[src/rtl/jump_ball_engine.sv]
// jump_ball_engine: jump-ball game core driving a scanned ROWSxCOLS LED matrix
// (scrolling obstacle field, ball sprite, LFSR spawner, difficulty ramp).
module jump_ball_engine #(
    parameter int ROWS       = 32,
    parameter int COLS       = 16,
    parameter int BALL_ROW   = 2,
    parameter int TICK_INIT  = 50,
    parameter int TICK_MIN   = 10,
    parameter int SPAWN_INIT = 50,
    parameter int SPAWN_MIN  = 15
) (
    input  logic            clk,
    input  logic            rst,
    input  logic            jump,
    input  logic            start,
    output logic [COLS-1:0] column,
    output logic [ROWS-1:0] com,
    output logic [15:0]     score,
    output logic            game_over
);
    localparam int RW = $clog2(ROWS);
    localparam int HW = $clog2(COLS - 3);
    localparam int PW = $clog2(TICK_INIT + 1);
    localparam int GW = $clog2(SPAWN_INIT + 1);
    localparam logic [RW-1:0] R_LAST = RW'(ROWS - 1);
    localparam logic [HW-1:0] H_TOP  = HW'(COLS - 4);
    localparam logic [PW-1:0] P_INIT = PW'(TICK_INIT);
    localparam logic [PW-1:0] P_MIN  = PW'(TICK_MIN);
    localparam logic [PW-1:0] P_MIN2 = PW'(TICK_MIN + 2);
    localparam logic [GW-1:0] G_INIT = GW'(SPAWN_INIT);
    localparam logic [GW-1:0] G_MIN  = GW'(SPAWN_MIN);
    localparam logic [GW-1:0] G_MIN2 = GW'(SPAWN_MIN + 2);

    typedef enum logic [1:0] {IDLE, PLAY, DEAD} state_t;

    state_t          state, state_n;
    logic [COLS-1:0] field   [ROWS];
    logic [COLS-1:0] field_n [ROWS];
    logic [COLS-1:0] shifted [ROWS];
    logic [COLS-1:0] shape, column_n;
    logic [ROWS-1:0] com_n;
    logic [RW-1:0]   r, r_n;
    logic [HW-1:0]   h, h_n, h_t;
    logic            asc, asc_n, asc_t, up, spawn, hit, start_q, start_e;
    logic [PW-1:0]   div, div_n, period, period_n;
    logic [GW-1:0]   gap, gap_n, spawn_cnt, spawn_cnt_n;
    logic [15:0]     score_n, lfsr;

    // Ball sprite mask for field row i at height hh; corners of the 4x4 box are dark.
    function automatic logic [COLS-1:0] sprite(input int i, input logic [HW-1:0] hh);
        return (i == BALL_ROW || i == BALL_ROW + 3) ? COLS'(6) << hh :
               (i == BALL_ROW + 1 || i == BALL_ROW + 2) ? COLS'(15) << hh : '0;
    endfunction

    assign start_e   = start & ~start_q;
    assign r_n       = (r == R_LAST) ? '0 : r + 1'b1;
    assign com_n     = ROWS'(1) << (R_LAST - r_n);
    assign column_n  = field[r_n] | sprite(int'(r_n), h);
    assign game_over = state == DEAD;

    // Candidate post-tick world, used only when a tick actually fires.
    always_comb begin
        up    = jump & (asc | (h == '0)) & (h < H_TOP);
        h_t   = up ? h + 1'b1 : (h != '0) ? h - 1'b1 : h;
        asc_t = up ? (h_t != H_TOP) : (h == '0);
        spawn = spawn_cnt == gap - 1'b1;
        shape = (lfsr[1:0] == 2'd2) ? COLS'(4'hF) : (lfsr[1:0] == 2'd3) ? COLS'(3'h7) : COLS'(2'h3);
        for (int i = 0; i < ROWS - 1; i++) shifted[i] = field[i + 1];
        shifted[ROWS-1] = '0;
        if (spawn) begin
            shifted[ROWS-1] = shape;
            shifted[ROWS-2] = shifted[ROWS-2] | shape;
            if (lfsr[1:0] == 2'd1) shifted[ROWS-3] = shifted[ROWS-3] | shape;
        end
        hit = 1'b0;
        for (int k = 0; k < 4; k++) hit = hit | (|(shifted[BALL_ROW + k] & sprite(BALL_ROW + k, h_t)));
    end

    always_comb begin
        state_n     = state;
        div_n       = div;
        period_n    = period;
        gap_n       = gap;
        spawn_cnt_n = spawn_cnt;
        score_n     = score;
        h_n         = h;
        asc_n       = asc;
        field_n     = field;
        case (state)
            IDLE: if (start_e) begin
                state_n     = PLAY;
                score_n     = '0;
                div_n       = '0;
                spawn_cnt_n = '0;
            end
            PLAY: if (div != period - 1'b1) div_n = div + 1'b1;
            else begin
                div_n       = '0;
                field_n     = shifted;
                h_n         = h_t;
                asc_n       = asc_t;
                spawn_cnt_n = spawn ? '0 : spawn_cnt + 1'b1;
                if (spawn) begin
                    score_n = (&score) ? score : score + 16'd1;
                    // Shrink the spawn gap first; only once it bottoms out speed up the tick.
                    if (gap > G_MIN) gap_n = (gap > G_MIN2) ? gap - GW'(2) : G_MIN;
                    else period_n = (period > P_MIN2) ? period - PW'(2) : P_MIN;
                end
                if (hit) state_n = DEAD;
            end
            DEAD: if (start_e) begin
                state_n  = IDLE;
                period_n = P_INIT;
                gap_n    = G_INIT;
                field_n  = '{default: '0};
                h_n      = '0;
                asc_n    = 1'b1;
            end
            default: state_n = IDLE;
        endcase
    end

    always_ff @(posedge clk or negedge rst) begin
        if (!rst) begin
            state     <= IDLE;
            start_q   <= 1'b0;
            lfsr      <= 16'hACE1;
            r         <= '0;
            com       <= ROWS'(1) << R_LAST;
            column    <= '0;
            score     <= '0;
            h         <= '0;
            asc       <= 1'b1;
            period    <= P_INIT;
            gap       <= G_INIT;
            div       <= '0;
            spawn_cnt <= '0;
            field     <= '{default: '0};
        end else begin
            state     <= state_n;
            start_q   <= start;
            lfsr      <= {lfsr[14:0], lfsr[15] ^ lfsr[13] ^ lfsr[12] ^ lfsr[10]};
            r         <= r_n;
            com       <= com_n;
            column    <= column_n;
            score     <= score_n;
            h         <= h_n;
            asc       <= asc_n;
            period    <= period_n;
            gap       <= gap_n;
            div       <= div_n;
            spawn_cnt <= spawn_cnt_n;
            field     <= field_n;
        end
    end
endmodule

[config.mk]
export PLATFORM = sky130hd
export DESIGN_NAME = jump_ball_engine
export DESIGN_NICKNAME = d
export VERILOG_FILES = /design/src/rtl/jump_ball_engine.sv
export SDC_FILE = /design/constraint.sdc
export NUM_CORES = 1
export LEC_CHECK = 0
export CAP_MARGIN = 20
export CORE_MARGIN = 2
export CORE_UTILIZATION = 35
export DETAILED_ROUTE_END_ITERATION = 8
export GPL_ROUTABILITY_DRIVEN = 0
export PLACE_DENSITY_LB_ADDON = 0.3
export SYNTH_ARGS = -nofsm -noshare
export SYNTH_HDL_FRONTEND = slang
export SYNTH_SLANG_ARGS = --single-unit
[constraint.sdc]
create_clock -name clk -period 4 [get_ports clk]
set_input_delay 1 -clock clk [delete_from_list [all_inputs] [get_ports clk]]
set_output_delay 1 -clock clk [all_outputs]
set_load 0.03 [all_outputs]
Figure 1. Signal wires on met1 (run 1).
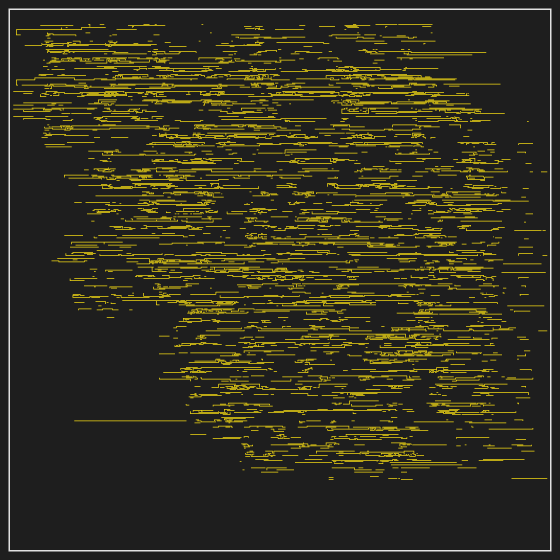
longest straight run: 36.8 µm
wire length on this layer: 11100 µm

Figure 2. Clock wiring as the flow saved it (run 1).
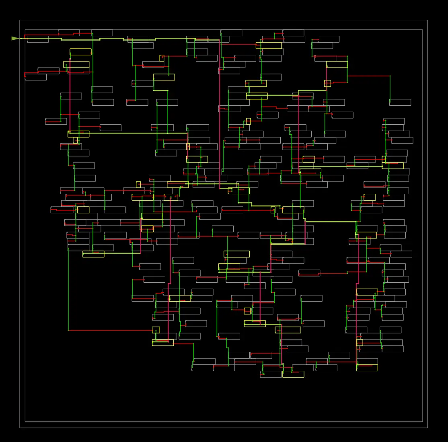
number of flip-flops and latches: 212
final worst clock skew: 0.0297 ns
Clock Power: 2.34 mW
clock insertion delay at the later pin of the skew report: 0.53 ns
clock buf count: 30

Figure 3. Cells coloured by class (run 1).
Fill, decap, tap and diode cells in grey.
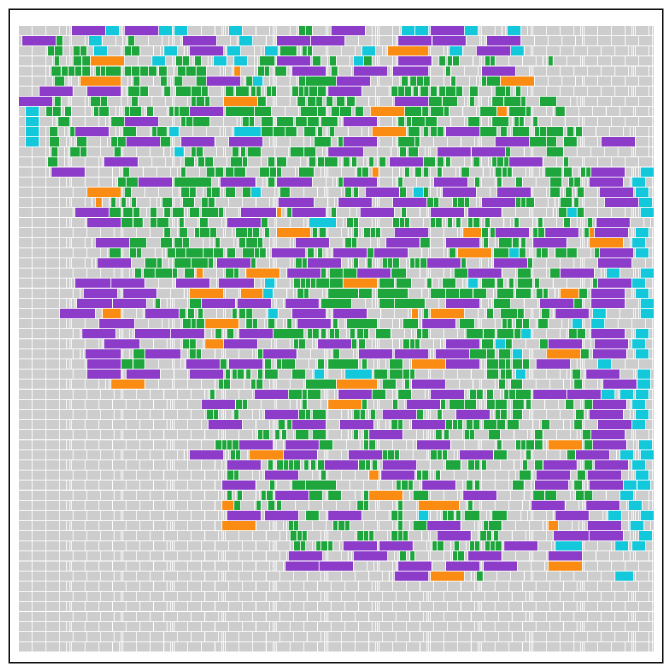
| class | colour | cells | share of their area |
|---|---|---|---|
| clock drivers and dummy loads | orange | 44 | 7.2% |
| flops | purple | 212 | 45% |
| combinational and other logic | green | 773 | 40% |
| other buffers and delay cells | cyan | 91 | 7.7% |

==> summary.txt, run 1 <==
Run status: complete, no violations
FF+latch area: 5330 µm²
Min-Delay Path Class: reg -> reg
Type of the worst setup path: reg -> reg
Overall power consumption: 5.93 mW
Number of pins exceeding their max-slew limit in the final report: 0
Count of instantiated cells in the yosys netlist: 1042
Total non-filler cell area in the finished layout: 12300 µm²
Post-synth EDFFs: 0
Count of TritonRoute iterations in the first routing pass: 5
Setup crit end kind: flop
Switching portion of total power: 28.7%
Most frequent logic cells in the routed design: nand2_1 (217), dfrtp_1 (196), o21ai_0 (114), clkdlybuf4s50_1 (67), mux2i_1 (41)
Floorplan die height: 176 µm
Synthesis area per yosys: 10300 µm²
Combinational cell fraction of total power: 15.2%
Clock transition at the register clock pins on the worst setup and hold paths after CTS: 0.06 ns
Area growth from synthesis to layout: 19.7%
Number of inverters outside the clock class in the layout: 28
Relative contribution of sequential cells to total power: 45.4%
Final routed wire length divided by cell count: 15.4 µm
Largest Pwr Group: registers
Number of antenna violations at the first check in global routing: 0
Worst setup path end: column[1]$_DFF_PN0_
Final wirelength: 23200 µm
Worst Path Buf+Inv: 1
Total Routing Usage GR: 15.6%
Async set or reset register ratio after synthesis: 100%
Ratio of cells with drive above 1 in the final layout: 10.7%
Chip area: 30800 µm²
Vias in the first global route: 7631
Cell area leaders: dfrtp_1 (48%), nand2_1 (7.9%), o21ai_0 (5.5%), dfstp_2 (4.1%), mux2i_1 (4.0%)
CP Launch Point: r[0]$_DFF_PN0_
Setup repair after global routing missed its margin: false
CTS tree: built
CP Depth: 10
Portion of netlist area occupied by mux cells: 7.81%
Reg2Reg Capture Point: column[1]$_DFF_PN0_
Period utilization: 86.3%
AND-OR/OR-AND share of the synthesized area: 14.3%
Routed via count: 7720
Top cell category: flip-flops and latches
Synthesized Nets: 1074
Synthesized-area fraction occupied by xor and xnor cells: 2.17%
Fmax achieved: 290 MHz
-- run 1: state kept, by name (all words and copies together) (netlist names) --
register and flops:
div 6, asc 1, spawn_cnt 6, field 96
score 16, r 5, lfsr 16, state 2
start_q 1, column 16, gap 6, h 4
com 32, period 5
-- run 1: metal layers --
| layer | part of all wire (%) | vias to the layer above | global-route usage, % |
|---|---|---|---|
| met3 | 3.5 | 41 | 2.25 |
| li1 | - | 3793 | - |
| met2 | 47 | 148 | 25.0 |
| met4 | 2.3 | 0 | 4.30 |
| met5 | 0 | - | 0 |
| met1 | 48 | 3738 | 22.0 |
-- run 1: per-stage QoR --
stage | util, % | setup slack [ns]
after global placement | 39.8 | 0.590
after global routing | 42.7 | 0.341
after floorplan | - | 0.915
final | 42.7 | 0.546
after CTS | 42.7 | 0.505
after detailed placement | 39.8 | 0.461
==> run 2, diff against run 1 <==
--- a/config.mk
+++ b/config.mk
@@ -11,6 +11,7 @@
 export DETAILED_ROUTE_END_ITERATION = 8
 export GPL_ROUTABILITY_DRIVEN = 0
 export PLACE_DENSITY_LB_ADDON = 0.3
+export SKIP_CTS_REPAIR_TIMING = 1
 export SYNTH_ARGS = -nofsm -noshare
 export SYNTH_HDL_FRONTEND = slang
 export SYNTH_SLANG_ARGS = --single-unit
Figure 4. Signal wires on met1 (run 2).
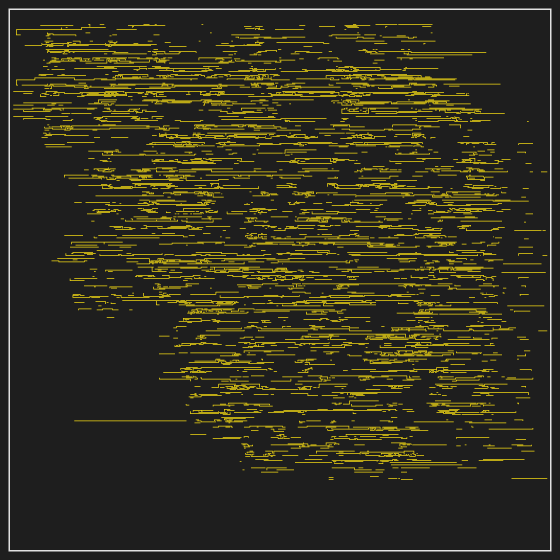
nets with wire on the layer: 1011
share of all routed wire: 48%
wire length on this layer: 11100 µm
longest straight run: 36.8 µm
routed via count: 7720
M1 GR Usage: 22.0%
final wirelength: 23200 µm

Figure 5. Signal metal coverage by tile (run 2).
The bar under the picture is 50 µm long. The die is cut into 35 by 35 equal tiles; dark blue is low, red is high, scaled to the fullest tile. Values are wire area over tile area, all layers added.
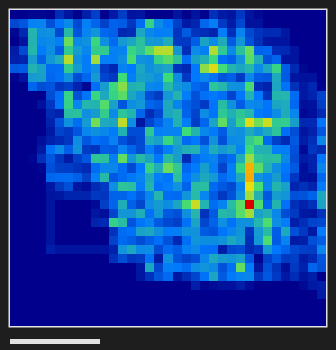
mean over tiles: 0.12
nearly empty tiles: 29%
emptiest ninth of the die: lower left
tiles over half the peak: 3.7%
fullest tile: 0.66
Total Routing Usage GR: 15.6%
final routed wire length divided by cell count: 15.4 µm

==> run 2 against run 1 <==
Count of clock-buffer cells in the layout unchanged. First-iteration DRC count unchanged. Via count unchanged. Clock skew unchanged. Area after synthesis unchanged. Utilization unchanged. Sequential power about the same. Critical endpoint unchanged. Synthesized cell count unchanged. Sequential share of layout area unchanged. Clock power about the same. Setup slack unchanged. Worst hold slack unchanged.
==> summary.txt, run 2 <==
Number of pins exceeding their max-slew limit in the final report: 0
CP Launch Point: r[0]$_DFF_PN0_
Count of instantiated cells in the yosys netlist: 1042
Core Util, Final: 42.7%
Chip area: 30800 µm²
Final worst clock skew: 0.0297 ns
Setup repair after global routing missed its margin: false
Final Worst Setup Slack: 0.546 ns
Synthesized Nets: 1074
Overall power consumption: 5.93 mW
Register bank with the most flops: field
Number of flip-flops in the largest register: 96
Reg2Reg Capture Point: column[1]$_DFF_PN0_
Fmax achieved: 290 MHz
Vias in the first global route: 7631
CP Depth: 10
Type of the worst setup path: reg -> reg
Count of TritonRoute iterations in the first routing pass: 5
Amount of wire on met2 after detailed routing: 10800 µm
Ratio of cells with drive above 1 in the final layout: 10.7%
Worst vdd rail ir drop: 0.277 mV
Routed length on met1: 11100 µm
Clock Power: 2.34 mW
Relative contribution of sequential cells to total power: 45.4%
Regs by FF count: field x96, com x32
Clock transition at the register clock pins on the worst setup and hold paths after CTS: 0.06 ns
Largest Pwr Group: registers
Area growth from synthesis to layout: 19.7%
GRT busiest layer: met2
Cell area leaders: dfrtp_1 (48%), nand2_1 (7.9%), o21ai_0 (5.5%), dfstp_2 (4.1%), mux2i_1 (4.0%)
Total non-filler cell area in the finished layout: 12300 µm²
Met2 Usage GRT: 25.0%
Most frequent logic cells in the routed design: nand2_1 (217), dfrtp_1 (196), o21ai_0 (114), clkdlybuf4s50_1 (67), mux2i_1 (41)
Met3 wire len: 801 µm
Switching portion of total power: 28.7%
Number of antenna violations at the first check in global routing: 0
Post-synth EDFFs: 0
Period utilization: 86.3%
Worst Path Buf+Inv: 1
Grt met3 use: 2.25%
Min-Delay Path Class: reg -> reg
Combinational cell fraction of total power: 15.2%
Uppermost layer routed: met4
Clock insertion delay at the later pin of the skew report: 0.53 ns
Worst setup path end: column[1]$_DFF_PN0_
Run status: complete, no violations
Pre-CTS worst setup slack: 0.461 ns
==> run 2: cell type report <==
| cell class | count | area (µm²) |
|---|---|---|
| sequential | 212 | 5330 |
| clock inverter | 14 | 193 |
| inverter | 28 | 105 |
| timing repair buffer | 91 | 907 |
| tap | 384 | 480 |
| clock buffer | 30 | 663 |
| fill | 2784 | 16500 |
| multi-input combinational | 745 | 4660 |
==> run 2: kinds of logic after synthesis <==
family                   Yosys count  synth area share [%]
flip-flops                       212                  51.7
AND/OR/NAND/NOR                  382                  17.3
XOR/XNOR                          24                  2.17
multiplexers                      67                  7.81
AND-OR/OR-AND                    244                  14.3
adder cells (fa/ha/maj)           28                  3.40
buffers and inverters             85                  3.30
Power is estimated from default activity; no workload was simulated.
